--- src/rtl/vga_pkg.sv ---
// Shared constants, state type and small decode helper for the VGA timing generator.
package vga_pkg;

    // Default 640x480@60 Hz geometry (pixel clock 25.175 MHz)
    localparam int H_ACTIVE_DEF = 640;
    localparam int H_FP_DEF     = 16;
    localparam int H_SYNC_DEF   = 96;
    localparam int H_BP_DEF     = 48;
    localparam int H_TOTAL_DEF  = H_ACTIVE_DEF + H_FP_DEF + H_SYNC_DEF + H_BP_DEF;

    localparam int V_ACTIVE_DEF = 480;
    localparam int V_FP_DEF     = 10;
    localparam int V_SYNC_DEF   = 2;
    localparam int V_BP_DEF     = 33;
    localparam int V_TOTAL_DEF  = V_ACTIVE_DEF + V_FP_DEF + V_SYNC_DEF + V_BP_DEF;

    localparam int CNT_W = 10;

    typedef enum logic [0:0] {
        ST_IDLE = 1'b0,
        ST_RUN  = 1'b1
    } vga_state_e;

    // True when lo <= v < hi_excl
    function automatic logic in_window(input logic [CNT_W-1:0] v,
                                       input logic [CNT_W-1:0] lo,
                                       input logic [CNT_W-1:0] hi_excl);
        return (v >= lo) && (v < hi_excl);
    endfunction

endpackage

--- src/rtl/vga_delay_line.sv ---
// Fixed-depth shift register with synchronous active-low clear to a preset vector.
module vga_delay_line #(
    parameter int                WIDTH   = 3,
    parameter int                DEPTH   = 2,
    parameter logic [WIDTH-1:0]  RST_VAL = '0
) (
    input  logic             clk,
    input  logic             clr_n,
    input  logic [WIDTH-1:0] d_i,
    output logic [WIDTH-1:0] q_o
);

    logic [WIDTH-1:0] stage_q [DEPTH];

    // Shift one stage per clock; clear loads the idle vector everywhere
    always_ff @(posedge clk) begin
        if (!clr_n) begin
            for (int i = 0; i < DEPTH; i++) begin
                stage_q[i] <= RST_VAL;
            end
        end else begin
            stage_q[0] <= d_i;
            for (int i = 1; i < DEPTH; i++) begin
                stage_q[i] <= stage_q[i-1];
            end
        end
    end

    assign q_o = stage_q[DEPTH-1];

endmodule

--- src/rtl/vga_timing.sv ---
// VGA raster timing: lock synchronizer, IDLE/RUN control, x/y counters,
// pixel-request decode and delayed sync/enable outputs aligned to pixel data.
module vga_timing
    import vga_pkg::*;
#(
    parameter int H_ACTIVE   = H_ACTIVE_DEF,
    parameter int H_FP       = H_FP_DEF,
    parameter int H_SYNC     = H_SYNC_DEF,
    parameter int H_BP       = H_BP_DEF,
    parameter int V_ACTIVE   = V_ACTIVE_DEF,
    parameter int V_FP       = V_FP_DEF,
    parameter int V_SYNC     = V_SYNC_DEF,
    parameter int V_BP       = V_BP_DEF,
    parameter int SYNC_POL   = 0,
    parameter int PIPE_DELAY = 2
) (
    input  logic             clk,
    input  logic             RESET,
    input  logic             pll_lock,
    output logic             req,
    output logic [CNT_W-1:0] x,
    output logic [CNT_W-1:0] y,
    output logic             line_start,
    output logic             frame_start,
    output logic             hsync,
    output logic             vsync,
    output logic             de
);

    // Boundary values derived from the geometry parameters
    localparam logic [CNT_W-1:0] H_VIS_END    = CNT_W'(H_ACTIVE);
    localparam logic [CNT_W-1:0] H_SYNC_START = CNT_W'(H_ACTIVE + H_FP);
    localparam logic [CNT_W-1:0] H_SYNC_END   = CNT_W'(H_ACTIVE + H_FP + H_SYNC);
    localparam logic [CNT_W-1:0] H_LAST       = CNT_W'(H_ACTIVE + H_FP + H_SYNC + H_BP - 1);
    localparam logic [CNT_W-1:0] V_VIS_END    = CNT_W'(V_ACTIVE);
    localparam logic [CNT_W-1:0] V_SYNC_START = CNT_W'(V_ACTIVE + V_FP);
    localparam logic [CNT_W-1:0] V_SYNC_END   = CNT_W'(V_ACTIVE + V_FP + V_SYNC);
    localparam logic [CNT_W-1:0] V_LAST       = CNT_W'(V_ACTIVE + V_FP + V_SYNC + V_BP - 1);
    localparam logic [CNT_W-1:0] CNT_ZERO     = {CNT_W{1'b0}};
    localparam logic             SYNC_ON      = 1'(SYNC_POL);
    localparam logic [2:0]       IDLE_VEC     = {1'b0, ~SYNC_ON, ~SYNC_ON};

    logic             lock_meta_q;
    logic             lock_s_q;
    vga_state_e       state_q;
    vga_state_e       state_d;
    logic [CNT_W-1:0] x_q;
    logic [CNT_W-1:0] x_d;
    logic [CNT_W-1:0] y_q;
    logic [CNT_W-1:0] y_d;
    logic             run_d;
    logic             req_q;
    logic             line_start_q;
    logic             frame_start_q;
    logic             hs_u;
    logic             vs_u;
    logic [2:0]       dl_in;
    logic [2:0]       dl_out;

    // Bring the asynchronous PLL lock flag into the pixel clock domain
    always_ff @(posedge clk) begin
        if (!RESET) begin
            lock_meta_q <= 1'b0;
            lock_s_q    <= 1'b0;
        end else begin
            lock_meta_q <= pll_lock;
            lock_s_q    <= lock_meta_q;
        end
    end

    // Next state and next counter position; leaving RUN restarts at (0,0)
    always_comb begin
        state_d = state_q;
        x_d     = x_q;
        y_d     = y_q;
        case (state_q)
            ST_IDLE: begin
                x_d = CNT_ZERO;
                y_d = CNT_ZERO;
                if (lock_s_q) begin
                    state_d = ST_RUN;
                end else begin
                    state_d = ST_IDLE;
                end
            end
            ST_RUN: begin
                if (!lock_s_q) begin
                    state_d = ST_IDLE;
                    x_d     = CNT_ZERO;
                    y_d     = CNT_ZERO;
                end else if (x_q == H_LAST) begin
                    state_d = ST_RUN;
                    x_d     = CNT_ZERO;
                    if (y_q == V_LAST) begin
                        y_d = CNT_ZERO;
                    end else begin
                        y_d = y_q + 10'd1;
                    end
                end else begin
                    state_d = ST_RUN;
                    x_d     = x_q + 10'd1;
                end
            end
            default: begin
                state_d = ST_IDLE;
                x_d     = CNT_ZERO;
                y_d     = CNT_ZERO;
            end
        endcase
        run_d = (state_d == ST_RUN);
    end

    // State, counters and request/pulse outputs, all registered
    always_ff @(posedge clk) begin
        if (!RESET) begin
            state_q       <= ST_IDLE;
            x_q           <= CNT_ZERO;
            y_q           <= CNT_ZERO;
            req_q         <= 1'b0;
            line_start_q  <= 1'b0;
            frame_start_q <= 1'b0;
        end else begin
            state_q       <= state_d;
            x_q           <= x_d;
            y_q           <= y_d;
            req_q         <= run_d && in_window(x_d, CNT_ZERO, H_VIS_END)
                                   && in_window(y_d, CNT_ZERO, V_VIS_END);
            line_start_q  <= run_d && (x_d == CNT_ZERO);
            frame_start_q <= run_d && (x_d == CNT_ZERO) && (y_d == CNT_ZERO);
        end
    end

    // Undelayed pin-level vector for the current counter position
    always_comb begin
        hs_u  = (state_q == ST_RUN) && in_window(x_q, H_SYNC_START, H_SYNC_END);
        vs_u  = (state_q == ST_RUN) && in_window(y_q, V_SYNC_START, V_SYNC_END);
        dl_in = {req_q, (hs_u ? SYNC_ON : ~SYNC_ON), (vs_u ? SYNC_ON : ~SYNC_ON)};
    end

    vga_delay_line #(
        .WIDTH   (3),
        .DEPTH   (PIPE_DELAY),
        .RST_VAL (IDLE_VEC)
    ) u_delay (
        .clk   (clk),
        .clr_n (RESET),
        .d_i   (dl_in),
        .q_o   (dl_out)
    );

    assign req         = req_q;
    assign x           = x_q;
    assign y           = y_q;
    assign line_start  = line_start_q;
    assign frame_start = frame_start_q;
    assign de          = dl_out[2];
    assign hsync       = dl_out[1];
    assign vsync       = dl_out[0];

endmodule

--- config.mk ---
export PLATFORM = sky130hd
export DESIGN_NAME = vga_timing
export DESIGN_NICKNAME = d
export VERILOG_FILES = /design/src/rtl/vga_pkg.sv /design/src/rtl/vga_delay_line.sv /design/src/rtl/vga_timing.sv
export SDC_FILE = /design/constraint.sdc
export NUM_CORES = 1
export LEC_CHECK = 0
export CORE_ASPECT_RATIO = 2
export CORE_MARGIN = 8
export CORE_UTILIZATION = 54
export CTS_BUF_LIST = sky130_fd_sc_hd__clkbuf_8
export CTS_CLUSTER_DIAMETER = 120
export DETAILED_ROUTE_END_ITERATION = 8
export PLACE_DENSITY = 0.93
export SETUP_SLACK_MARGIN = 0.02
export SYNTH_ARGS = -nofsm -noshare
export SYNTH_HDL_FRONTEND = slang
export SYNTH_SLANG_ARGS = --single-unit
--- constraint.sdc ---
create_clock -name clk -period 2.7 [get_ports clk]
set_input_delay 0.54 -clock clk [delete_from_list [all_inputs] [get_ports clk]]
set_output_delay 0.54 -clock clk [all_outputs]
set_load 0.02 [all_outputs]
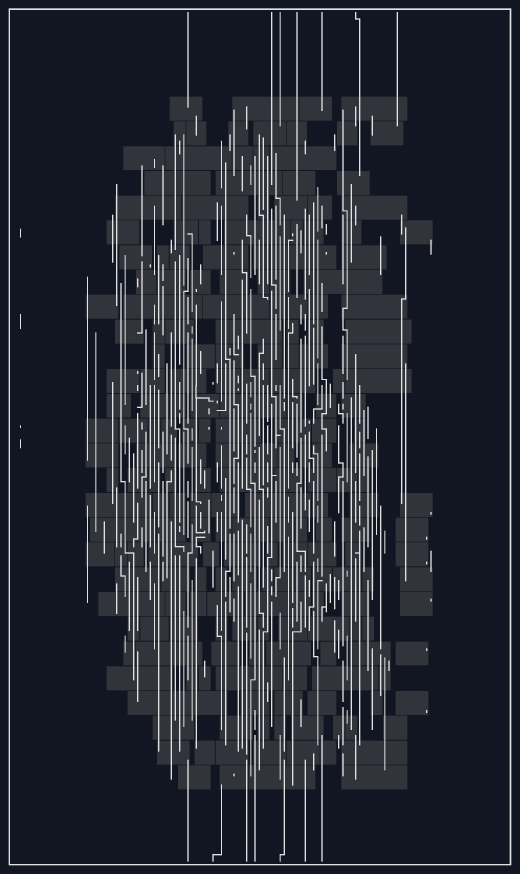
Figure 1: M2 wires.
nets with wire on the layer	208
main direction	vertical
total via count after detailed routing: 1588
detailed-route wire length: 4.56 mm

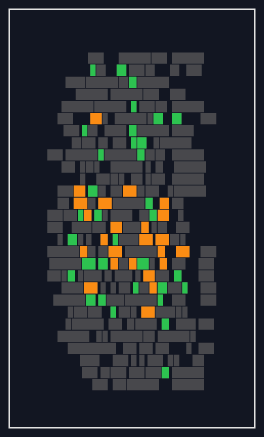
Figure 2: gate-type map.
family	colour	cells	where
inverting AOI/OAI gates	orange	24	centre
NAND gates	green	33	centre
Final Non-Filler Cells: 254
logic share of the area: 43.7%
leading cell type in the layout, fill and taps excluded: sky130_fd_sc_hd__dfxtp_1

==> flow_summary.yaml <==
# generated from flow reports
outcome:
  run_status: "completed"
global_route:
  antenna_violations_before_repair: 0
  global_route.peak_usage_layer: "met2"
  pin_count_of_the_biggest_net_entering_global_routing: 14
  groute.layer.met2.usage_pct: 32.2
  number_of_global_route_vias_before_repair: 1589
  grt_use_met3_pct: 5.87
  global_route.usage.total_pct: 18.6
  grt-ovfl-total: 0
  groute.layer.met1.usage_pct: 17.2
  global_route_wire_length_before_repair_mm: 7.12
final_timing:
  finalSetupTns_ns: 0
  setup_viol: 0
  worst_slew_pin_slew_ns: 0.514
  grt_setup_unrepaired: "false"
  whs_ns: 0.407
  hold_vio_cnt_final: 0
  time_the_worst_path_needs_with_i_o_delays_and_setup_ns: 2.56
  fmax_mhz: 391
  timing.final.ws_setup_ns: 0.140
  timing.slew.headroom_pct: 65.4
  drv_slew: 0
  finalClockPeriodUsage_pct: 94.8
floorplanning:
  ios: 29
  fp-utilization_pct: 56.2
  chipHeight_um: 93.8
  fp-row-count: 28
  chipArea_mm2: 0.00515
  die.size.x_um: 54.9
worst_setup_path:
  critPathCaptureType: "register"
  critPathRequiredTime_ns: 2.90
  cp_max_fo: 6
  critPathKind: "register to register"
  crit_path_end: "frame_start$_SDFF_PN0_"
  critical_path.startpoint_type: "register"
  timing.reg2reg.worst_path_depth: 9
  crit-reg2reg-capture: "frame_start$_SDFF_PN0_"
  worst_ep_arrival_time_ns: 2.76
  crit-reg2reg-launch: "x[1]$_SDFF_PN0_"
  critical_path.startpoint: "x[1]$_SDFF_PN0_"
  r2r_slack_ns: 0.14
clocking:
  root_buffer: "sky130_fd_sc_hd__clkbuf_8"
  clock_sinks: 32
  path_clk_slew_ns: 0.07
  cts-buffers-inserted: 5
  tritoncts: "yes"
  htreeDepth: 2
  ctsLongestPathBuffers: 2
min_path:
  timing.hold.worst.class: "register to register"
synth:
  synthesis.area_per_instance_um2: 8.47
  netlist_top_cells_area: "sky130_fd_sc_hd__dfxtp_1, sky130_fd_sc_hd__nor2_1, sky130_fd_sc_hd__xnor2_1, sky130_fd_sc_hd__xor2_1, sky130_fd_sc_hd__ha_1"
  yosys_register_bits: 32
  number_of_nets_produced_by_synthesis: 201
  top_area_share_pct: 39.2
  netlist_area_mm2: 0.00163
  yosysCellCount: 193
  enable_flop_cells: 0
  yosys-stat-area_mm2: 0.00163
  asyncSetResetFlopFracSynth_pct: 0
  synthFlopType: "sky130_fd_sc_hd__dfxtp_1"
  synth.lib_cells_used.distinct: 40
  ys_warn_count: 0
  synth_top_cell_by_area: "sky130_fd_sc_hd__dfxtp_1"
  synth_cells: 193
  ys_top_cells_by_count: "sky130_fd_sc_hd__dfxtp_1, sky130_fd_sc_hd__nor2_1, sky130_fd_sc_hd__inv_1, sky130_fd_sc_hd__nand2_1, sky130_fd_sc_hd__nand3_1"
  synth.most_common_cell: "sky130_fd_sc_hd__dfxtp_1"
  seq_area_frac_synth_pct: 39.2
placement:
  numPortBuffers: 28
  dp.cells: 244
  detailedPlacementHpwl_mm: 3.21
  placed_instance_area_mm2: 0.00192
  detailedPlace.worstSlack_ns: 0.269
  place.gp.congestion: 0.917
finish:
  area.sequential_um2: 641
  final_layout_size_suffix_gt1_share_pct: 8.04
  final_cell_area_excluding_filler_cells_mm2: 0.00205
  fin_nets: 231
  area.growth.synth_to_final_pct: 25.2
  comb_area_um2: 893
  num_antenna_cells: 0
power:
  power.ir.vdd_worst_mv: 0.400
  leakage_power_total_nw: 0.708
  power_density_relative_to_cell_area_mw_per_mm2: 459
  p_total_w: 0.000938
route:
  dr.pass1.iters: 4
  drt_iter0_drc: 80
  routed_vias_inst: 6.25
  routed_wire_length_per_instance_um: 17.9
  post-route-drc-count: 0
  residual_antenna_violating_net_count_after_detailed_routing: 0
run:
  log.warning_count: 30
  maxCapViolCount: 0
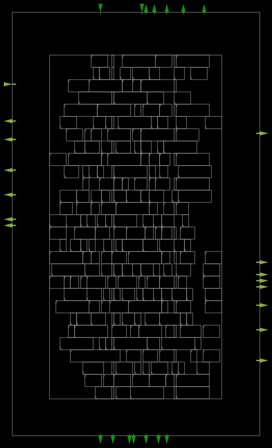
Figure 3: cell placement.
tally of filler cells in the layout: 238
seq_cells: 32
area of the core region: 0.00291 mm^2
share of the core filled with cells: 70.4%

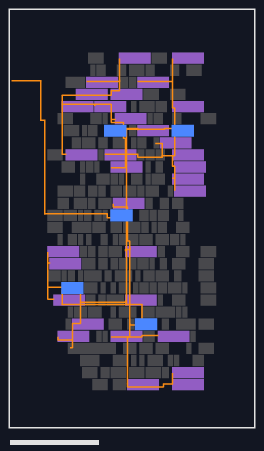
Figure 4: clock wires, drivers and flops.
Scale bar: 20 um.
[cells driving clock nets] blue | count: 5
[flip-flops] purple | count: 32
[clock wires] orange | length: 410 um
routed clock nets	6
Clk network pwr share: 47.7%
final worst clock skew: 0.00722 ns
clk ins delay skew pair: 0.29 ns
power of the clock network: 0.000447 W

## cell type report
class,instances,share of cell area [%]
Clock inverter,3,1.90
Multi-Input combinational cell,139,43.7
Sequential cell,32,31.3
Inverter,11,2.02
Timing Repair Buffer,34,15.9
Tap cell,30,1.83
Clock buffer,5,3.36
## cells by family (layout without fill, tap and decap cells)
group	after synthesis	after routing	share of synthesized area [%]
AND-OR/OR-AND	24	24	10.3
XOR/XNOR	18	18	9.65
adder cells (fa/ha/maj)	5	5	3.83
buffers and inverters	22	53	6.51
flip-flops	32	32	39.2
multiplexers	2	2	1.38
AND/OR/NAND/NOR	90	90	29.2
## layer usage
layer	up-vias	routed length (um)
met3	30	313
met4	0	257
li1	739	-
met5	-	0
met2	90	2500
met1	729	1490
## placed cells by master (no fill, tap or decap), types with 7 or more instances in the layout
cell type / n
sky130_fd_sc_hd__nand3_1: 11
sky130_fd_sc_hd__nor2_1: 24
sky130_fd_sc_hd__nand2_1: 11
sky130_fd_sc_hd__xor2_1: 9
sky130_fd_sc_hd__nand4_1: 7
sky130_fd_sc_hd__nor3_1: 8
sky130_fd_sc_hd__clkdlybuf4s50_1: 28
sky130_fd_sc_hd__dfxtp_1: 32
sky130_fd_sc_hd__inv_1: 12
sky130_fd_sc_hd__xnor2_1: 9
## what timing repair did
item	4_1_cts	5_1_grt
hold buffers	0	0
endpoints found under the setup margin	0	1
gates resized	0	1
setup buffers	0	2
## sequential cells by signal, summed over array words and instances, names as in the netlist
signal           flops
frame_start          1
req                  1
state_q              1
x                   10
line_start           1
y                   10
u_delay.stage_q      6
lock_meta_q          1
lock_s_q             1
## worst max-delay path, stage by stage (launching register included)
cell and delay (ns):
sky130_fd_sc_hd__dfxtp_1 0.41, sky130_fd_sc_hd__ha_1 0.26, sky130_fd_sc_hd__nand4_1 0.19, sky130_fd_sc_hd__buf_4 0.22
sky130_fd_sc_hd__buf_4 0.13, sky130_fd_sc_hd__nor4_1 0.45, sky130_fd_sc_hd__mux2_2 0.40, sky130_fd_sc_hd__nor2_1 0.10
sky130_fd_sc_hd__o21ai_1 0.07, sky130_fd_sc_hd__a211oi_1 0.23
## report_power, final
part / switching (W) / internal [W]
registers: 0.00000193 / 0.000475
clock network: 0.000177 / 0.000270
logic: 0.00000721 / 0.00000656
total: 0.000187 / 0.000752
## worst min-delay path by stage
stage                                                 from  cells after the start                          endpoint
after CTS                 u_delay.stage_q[0][0]$_SDFF_PN1_                      1  u_delay.stage_q[0][3]$_SDFF_PN1_
after floorplan           u_delay.stage_q[0][0]$_SDFF_PN1_                      1  u_delay.stage_q[0][3]$_SDFF_PN1_
after global placement    u_delay.stage_q[0][0]$_SDFF_PN1_                      1  u_delay.stage_q[0][3]$_SDFF_PN1_
after global routing      u_delay.stage_q[0][0]$_SDFF_PN1_                      1  u_delay.stage_q[0][3]$_SDFF_PN1_
final                     u_delay.stage_q[0][0]$_SDFF_PN1_                      1  u_delay.stage_q[0][3]$_SDFF_PN1_
after detailed placement  u_delay.stage_q[0][0]$_SDFF_PN1_                      1  u_delay.stage_q[0][3]$_SDFF_PN1_
Power and IR drop assume default switching activity.
